### src/rtl/cnn_pkg.sv
// cnn_pkg: shared FSM state encoding, tap count and saturation bound helpers for the convolution engine
package cnn_pkg;
   typedef enum logic [2:0] {S_IDLE, S_LOAD_K, S_FETCH, S_WRITE, S_ERR, S_DONE} state_e;
   function automatic int k_taps(input int k);
      return k * k;
   endfunction
   function automatic logic signed [63:0] sat_hi(input int w);
      return (64'sd1 <<< (w - 1)) - 64'sd1;
   endfunction
   function automatic logic signed [63:0] sat_lo(input int w);
      return -(64'sd1 <<< (w - 1));
   endfunction
endpackage

### src/rtl/cnn_mac_sat.sv
// cnn_mac_sat: signed multiply-accumulate, arithmetic right shift, saturation, optional ReLU.
//   clk_i/rst_ni : clock, asynchronous active-low reset
//   clr_i        : zero the accumulator (start of a window)
//   en_i         : accumulate pix_i*ker_i
//   shift_i      : arithmetic right shift applied to the accumulator
//   res_o        : saturated (and, with CNN_RELU_EN defined, rectified) result
module cnn_mac_sat
   import cnn_pkg::*;
#(
   parameter int DATA_W = 16,
   parameter int ACC_W  = 40
) (
   input  logic              clk_i,
   input  logic              rst_ni,
   input  logic              clr_i,
   input  logic              en_i,
   input  logic [DATA_W-1:0] pix_i,
   input  logic [DATA_W-1:0] ker_i,
   input  logic [4:0]        shift_i,
   output logic [DATA_W-1:0] res_o
);
   localparam logic signed [63:0] HI = sat_hi(DATA_W);
   localparam logic signed [63:0] LO = sat_lo(DATA_W);
   logic signed [2*DATA_W-1:0] pix_x, ker_x, prod;
   logic signed [ACC_W-1:0]    acc_q, acc_d, acc_sh;
   logic signed [63:0]         wide;
   logic [DATA_W-1:0]          sat;
   // operands widened first so the product is a full 2*DATA_W signed value
   assign pix_x  = {{DATA_W{pix_i[DATA_W-1]}}, pix_i};
   assign ker_x  = {{DATA_W{ker_i[DATA_W-1]}}, ker_i};
   assign prod   = pix_x * ker_x;
   assign acc_d  = clr_i ? '0 : en_i ? acc_q + {{(ACC_W-2*DATA_W){prod[2*DATA_W-1]}}, prod} : acc_q;
   assign acc_sh = acc_q >>> shift_i;
   assign wide   = {{(64-ACC_W){acc_sh[ACC_W-1]}}, acc_sh};
   assign sat    = wide > HI ? HI[DATA_W-1:0] : wide < LO ? LO[DATA_W-1:0] : wide[DATA_W-1:0];
`ifdef CNN_RELU_EN
   assign res_o  = sat[DATA_W-1] ? '0 : sat;
`else
   assign res_o  = sat;
`endif
   always_ff @(posedge clk_i or negedge rst_ni) begin
      if (!rst_ni) acc_q <= '0;
      else acc_q <= acc_d;
   end
endmodule

### src/rtl/cnn_conv_engine.sv
// cnn_conv_engine: KxK sliding-window convolution over an image in shared single-port memory.
//   clk_i/rst_ni            : clock, asynchronous active-low reset (aborts a job immediately)
//   start_i                 : launch a job, sampled only while idle
//   img/ker/out_base_i      : row-major image, kernel and output base addresses
//   img_w_i/img_h_i         : image dimensions; below K in either is an error job
//   shift_i                 : arithmetic right shift applied to each MAC result
//   mem_rd_req_o/wr_req_o   : memory request, held with addr/wdata until mem_ready_i
//   mem_addr_o/mem_wdata_o  : transaction address / write data
//   mem_rdata_i/mem_ready_i : read data and completion strobe
//   busy_o/done_o/err_o     : job active, one-cycle completion pulse, sticky illegal-dims flag
// Build option: CNN_RELU_EN clamps negative results to zero before write-back.
module cnn_conv_engine
   import cnn_pkg::*;
#(
   parameter int DATA_W = 16,
   parameter int ADDR_W = 12,
   parameter int DIM_W  = 8,
   parameter int K      = 3,
   parameter int ACC_W  = 40
) (
   input  logic              clk_i,
   input  logic              rst_ni,
   input  logic              start_i,
   input  logic [ADDR_W-1:0] img_base_i,
   input  logic [ADDR_W-1:0] ker_base_i,
   input  logic [ADDR_W-1:0] out_base_i,
   input  logic [DIM_W-1:0]  img_w_i,
   input  logic [DIM_W-1:0]  img_h_i,
   input  logic [4:0]        shift_i,
   output logic              mem_rd_req_o,
   output logic              mem_wr_req_o,
   output logic [ADDR_W-1:0] mem_addr_o,
   output logic [DATA_W-1:0] mem_wdata_o,
   input  logic [DATA_W-1:0] mem_rdata_i,
   input  logic              mem_ready_i,
   output logic              busy_o,
   output logic              done_o,
   output logic              err_o
);
   localparam int K_TAPS = k_taps(K);
   localparam int TW = K_TAPS > 1 ? $clog2(K_TAPS) : 1;
   localparam int KW = K > 1 ? $clog2(K) : 1;
   localparam int WW = ADDR_W + 2 * DIM_W;
   localparam logic [TW-1:0]    TAP_LAST = TW'(K_TAPS - 1);
   localparam logic [KW-1:0]    K_LAST   = KW'(K - 1);
   localparam logic [DIM_W-1:0] K_DIM    = DIM_W'(K);
   localparam logic [DIM_W-1:0] K_M1     = DIM_W'(K - 1);
   state_e            state_q;
   logic [ADDR_W-1:0] img_base_q, ker_base_q, out_base_q;
   logic [DIM_W-1:0]  img_w_q, ow_q, oh_q, ox_q, oy_q;
   logic [4:0]        shift_q;
   logic [TW-1:0]     tap_q;
   logic [KW-1:0]     kx_q, ky_q;
   logic [DATA_W-1:0] ker_q [K_TAPS];
   logic              busy_q, done_q, err_q;
   logic              bad_dims, last_out, mac_clr, mac_en;
   logic [DATA_W-1:0] mac_res;
   assign bad_dims     = img_w_i < K_DIM || img_h_i < K_DIM;
   assign last_out     = ox_q == ow_q - 1'b1 && oy_q == oh_q - 1'b1;
   assign mem_rd_req_o = state_q == S_LOAD_K || state_q == S_FETCH;
   assign mem_wr_req_o = state_q == S_WRITE;
   // address terms are formed wide and truncated, so every address wraps modulo 2^ADDR_W
   assign mem_addr_o   = state_q == S_LOAD_K ? ker_base_q + ADDR_W'(tap_q)
                       : state_q == S_FETCH  ? img_base_q + ADDR_W'((WW'(oy_q) + WW'(ky_q)) * WW'(img_w_q) + WW'(ox_q) + WW'(kx_q))
                       : state_q == S_WRITE  ? out_base_q + ADDR_W'(WW'(oy_q) * WW'(ow_q) + WW'(ox_q))
                       : '0;
   assign mem_wdata_o  = mem_wr_req_o ? mac_res : '0;
   assign busy_o       = busy_q;
   assign done_o       = done_q;
   assign err_o        = err_q;
   // accumulator is zeroed on every edge that enters FETCH: end of kernel load, or a completed write
   assign mac_clr = mem_ready_i && ((state_q == S_LOAD_K && tap_q == TAP_LAST) || state_q == S_WRITE);
   assign mac_en  = mem_ready_i && state_q == S_FETCH;
   cnn_mac_sat #(.DATA_W(DATA_W), .ACC_W(ACC_W)) u_mac (
      .clk_i   (clk_i),
      .rst_ni  (rst_ni),
      .clr_i   (mac_clr),
      .en_i    (mac_en),
      .pix_i   (mem_rdata_i),
      .ker_i   (ker_q[tap_q]),
      .shift_i (shift_q),
      .res_o   (mac_res)
   );
   always_ff @(posedge clk_i or negedge rst_ni) begin
      if (!rst_ni) begin
         state_q    <= S_IDLE;
         img_base_q <= '0;
         ker_base_q <= '0;
         out_base_q <= '0;
         img_w_q    <= '0;
         ow_q       <= '0;
         oh_q       <= '0;
         ox_q       <= '0;
         oy_q       <= '0;
         shift_q    <= '0;
         tap_q      <= '0;
         kx_q       <= '0;
         ky_q       <= '0;
         busy_q     <= 1'b0;
         done_q     <= 1'b0;
         err_q      <= 1'b0;
         for (int i = 0; i < K_TAPS; i++) ker_q[i] <= '0;
      end else begin
         done_q <= 1'b0;
         case (state_q)
            S_IDLE: if (start_i) begin
               img_base_q <= img_base_i;
               ker_base_q <= ker_base_i;
               out_base_q <= out_base_i;
               img_w_q    <= img_w_i;
               ow_q       <= img_w_i - K_M1;
               oh_q       <= img_h_i - K_M1;
               shift_q    <= shift_i;
               tap_q      <= '0;
               kx_q       <= '0;
               ky_q       <= '0;
               ox_q       <= '0;
               oy_q       <= '0;
               busy_q     <= 1'b1;
               err_q      <= bad_dims;
               state_q    <= bad_dims ? S_ERR : S_LOAD_K;
            end
            S_LOAD_K: if (mem_ready_i) begin
               ker_q[tap_q] <= mem_rdata_i;
               tap_q        <= tap_q == TAP_LAST ? '0 : tap_q + 1'b1;
               if (tap_q == TAP_LAST) state_q <= S_FETCH;
            end
            S_FETCH: if (mem_ready_i) begin
               tap_q <= tap_q == TAP_LAST ? '0 : tap_q + 1'b1;
               kx_q  <= kx_q == K_LAST ? '0 : kx_q + 1'b1;
               if (kx_q == K_LAST) ky_q <= ky_q == K_LAST ? '0 : ky_q + 1'b1;
               if (tap_q == TAP_LAST) state_q <= S_WRITE;
            end
            S_WRITE: if (mem_ready_i) begin
               ox_q    <= ox_q == ow_q - 1'b1 ? '0 : ox_q + 1'b1;
               if (ox_q == ow_q - 1'b1) oy_q <= oy_q + 1'b1;
               state_q <= last_out ? S_DONE : S_FETCH;
               done_q  <= last_out;
            end
            S_ERR: begin
               state_q <= S_DONE;
               done_q  <= 1'b1;
            end
            S_DONE: begin
               state_q <= S_IDLE;
               busy_q  <= 1'b0;
            end
            default: state_q <= S_IDLE;
         endcase
      end
   end
endmodule

### config.mk
export PLATFORM = sky130hd
export DESIGN_NAME = cnn_conv_engine
export DESIGN_NICKNAME = d
export VERILOG_FILES = /design/src/rtl/cnn_pkg.sv /design/src/rtl/cnn_mac_sat.sv /design/src/rtl/cnn_conv_engine.sv
export SDC_FILE = /design/constraint.sdc
export NUM_CORES = 2
export LEC_CHECK = 0
export CORE_MARGIN = 2
export CORE_UTILIZATION = 28
export DETAILED_ROUTE_END_ITERATION = 8
export SLEW_MARGIN = 20
export SYNTH_ARGS = -nofsm -noshare
export SYNTH_HDL_FRONTEND = slang
export SYNTH_SLANG_ARGS = --single-unit
### constraint.sdc
create_clock -name clk_i -period 12.4 [get_ports clk_i]
set_input_delay 2.48 -clock clk_i [delete_from_list [all_inputs] [get_ports clk_i]]
set_output_delay 2.48 -clock clk_i [all_outputs]
set_load 0.01 [all_outputs]
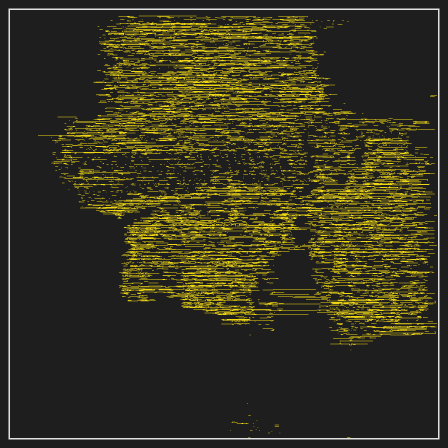
Figure 1: metal 1.
3756 nets have wire on it. The layer carries 36.2 mm of wire. The wires run mostly horizontal. The longest straight run is 55.2 um.
Detailed Route WL: 82300 um
global routing usage on met1: 19.0%
total number of vias: 23800

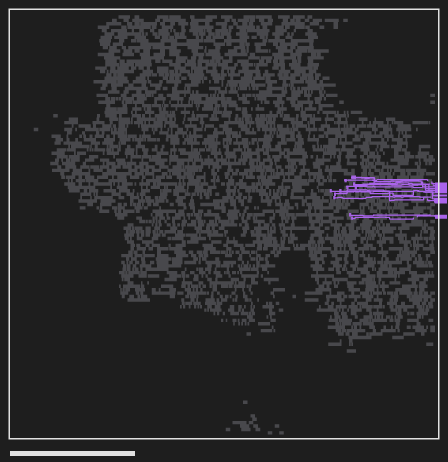
Figure 2: port wiring.
The bar under the picture is 100 um long.
Key: purple = mem_addr_o [bits 12, direction output, edge right, end cells 12, buffers 12, wire 931 um]
Port Buffer Count: 109
I/O pins: 110

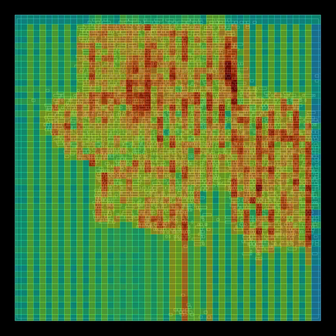
Figure 3: track usage over the die.
GR peak layer: met2
met2 usage: 24.7%
detailed-route wire length per cell: 16.5 um
post-layout util: 31.8%

==> impl_metrics.py <==
# Metrics from the implementation run
metrics = {
    "outcome": {
        "status": "finished, final reports clean",
    },
    "clock_network": {
        "cts_tree": "done",
        "post_cts_resized": 0,
        "clk_path_buf_depth": 3,
        "holdBufCountCts": 0,
        "cts_setup_buffers": 0,
        "cts_sinks": 278,
        "clockRootBuffer": "clkbuf_16",
    },
    "final_layout": {
        "layout.nets": 4088,
        "layout-drive-gt1-share_pct": 9.87,
        "top_register": "ker_q",
        "final_area_um2": 35800,
        "diodes": 0,
        "reg_top3": "ker_q: 144 flops, u_mac.acc_q: 40 flops",
        "lay_top_cells": "486 x nand2_1, 472 x inv_1, 362 x fa_1",
        "area_delta_synth_final_pct": 12.2,
        "largest_reg_flops": 144,
        "lay_top_count": "nand2_1",
    },
    "detailed_routing": {
        "drt-initial-drc-count": 1501,
        "drt-pass1-iter-count": 5,
        "drc": 0,
    },
    "die": {
        "rows": 123,
        "fp_util_pct": 28.3,
        "dieArea_um2": 117000,
        "die_y_um": 341,
    },
    "hold_path": {
        "hold_class": "register to register",
        "min_to": "ker_base_q[2]$_DFFE_PN0P_",
    },
    "final_timing": {
        "min_period_ns": 11.05,
        "skew_ns": 0.0408,
        "slew_headroom_pct": 24.8,
        "finalSetupViolCount": 0,
        "max_freq_mhz": 90.5,
        "rsz0062_at_grt": "no",
        "holdWs_ns": 0.485,
        "tightestPinTransition_ns": 1.13,
        "drv_slew": 0,
    },
    "grt": {
        "grt_max_degree": 163,
        "grt_pass1_vias": 24300,
        "grt_pass1_wl_um": 135000,
        "antenna_found_initial": 2,
        "grt_usage_pct": 14.3,
    },
    "critical_path": {
        "start_kind": "input pin",
        "timing.rr.end": "u_mac.acc_q[38]$_DFFE_PN0P_",
        "reg2regPathDepth": 34,
        "cp_top_family": "adder cells",
        "crit_start": "mem_rdata_i[8]",
        "regToRegSetupSlack_ns": 2.08,
        "max_stage_delay_ns": 0.96,
        "cpMostUsedCell": "fa_1",
        "path_buffers": 5,
        "path_class": "input pin to register",
        "cp_max_fo": 19,
        "arrival_ns": 11.51,
        "cp-end-kind": "register",
        "endpoint": "u_mac.acc_q[38]$_DFFE_PN0P_",
    },
    "yosys": {
        "yosysMostFrequentCell": "nand2_1",
        "ys_sh_aoi_pct": 10.0,
        "ys_seq_share_pct": 21.8,
        "edf_count": 0,
        "flop_cell": "dfrtp_1",
        "synth_flops": 278,
        "simple_gate_area_share_pct": 14.2,
        "top_area_share_pct": 22.7,
        "yosys_area_um2": 31900,
        "top_area_cell": "fa_1",
        "syn_area_um2": 31900,
        "topCellsByArea": "fa_1 23%, dfrtp_1 22%, ha_1 7.8%",
        "xor_share_pct": 4.39,
        "yosysUniqueCellTypes": 84,
        "synthArstFlopShare_pct": 100,
        "yosys-top-cells-count": "486 x nand2_1, 472 x inv_1, 362 x fa_1, 278 x dfrtp_1, 210 x o21ai_0",
        "syn_nets": 4051,
        "ys_sh_adder_pct": 30.6,
    },
    "placement": {
        "gp_congestion": 0.891,
        "post-place-ws_ns": 0.901,
        "dpl_cell_area_um2": 34600,
        "hpwl_um": 63100,
        "dp.cells": 4911,
    },
    "flow_run": {
        "tool_warnings": 33,
        "drv_cap": 0,
    },
}
==> worst reg2reg max path: cells and delay by family, from the launching register on <==
family          cells  cell delay, ns
compound gates     15            4.03
buf+inv             4            0.77
simple gates        4            0.68
xor+xnor            1            0.22
flops               1            0.42
mux                 2            0.37
fa+ha+maj           8            3.74
==> metal layers <==
layer | track usage (%) | share of wire, %
met2 | 24.7 | 50
met5 | 0 | 0.016
met1 | 19.0 | 44
met4 | 3.72 | 2.3
met3 | 1.63 | 4.1
==> final cells by class <==
class | instances | area [um2]
fill | 11600 | 76900
multi-input combinational | 2491 | 22400
clock buffer | 48 | 1010
sequential | 278 | 6960
inverter | 474 | 1780
clock inverter | 16 | 201
tap | 1500 | 1880
timing repair buffer | 168 | 1560
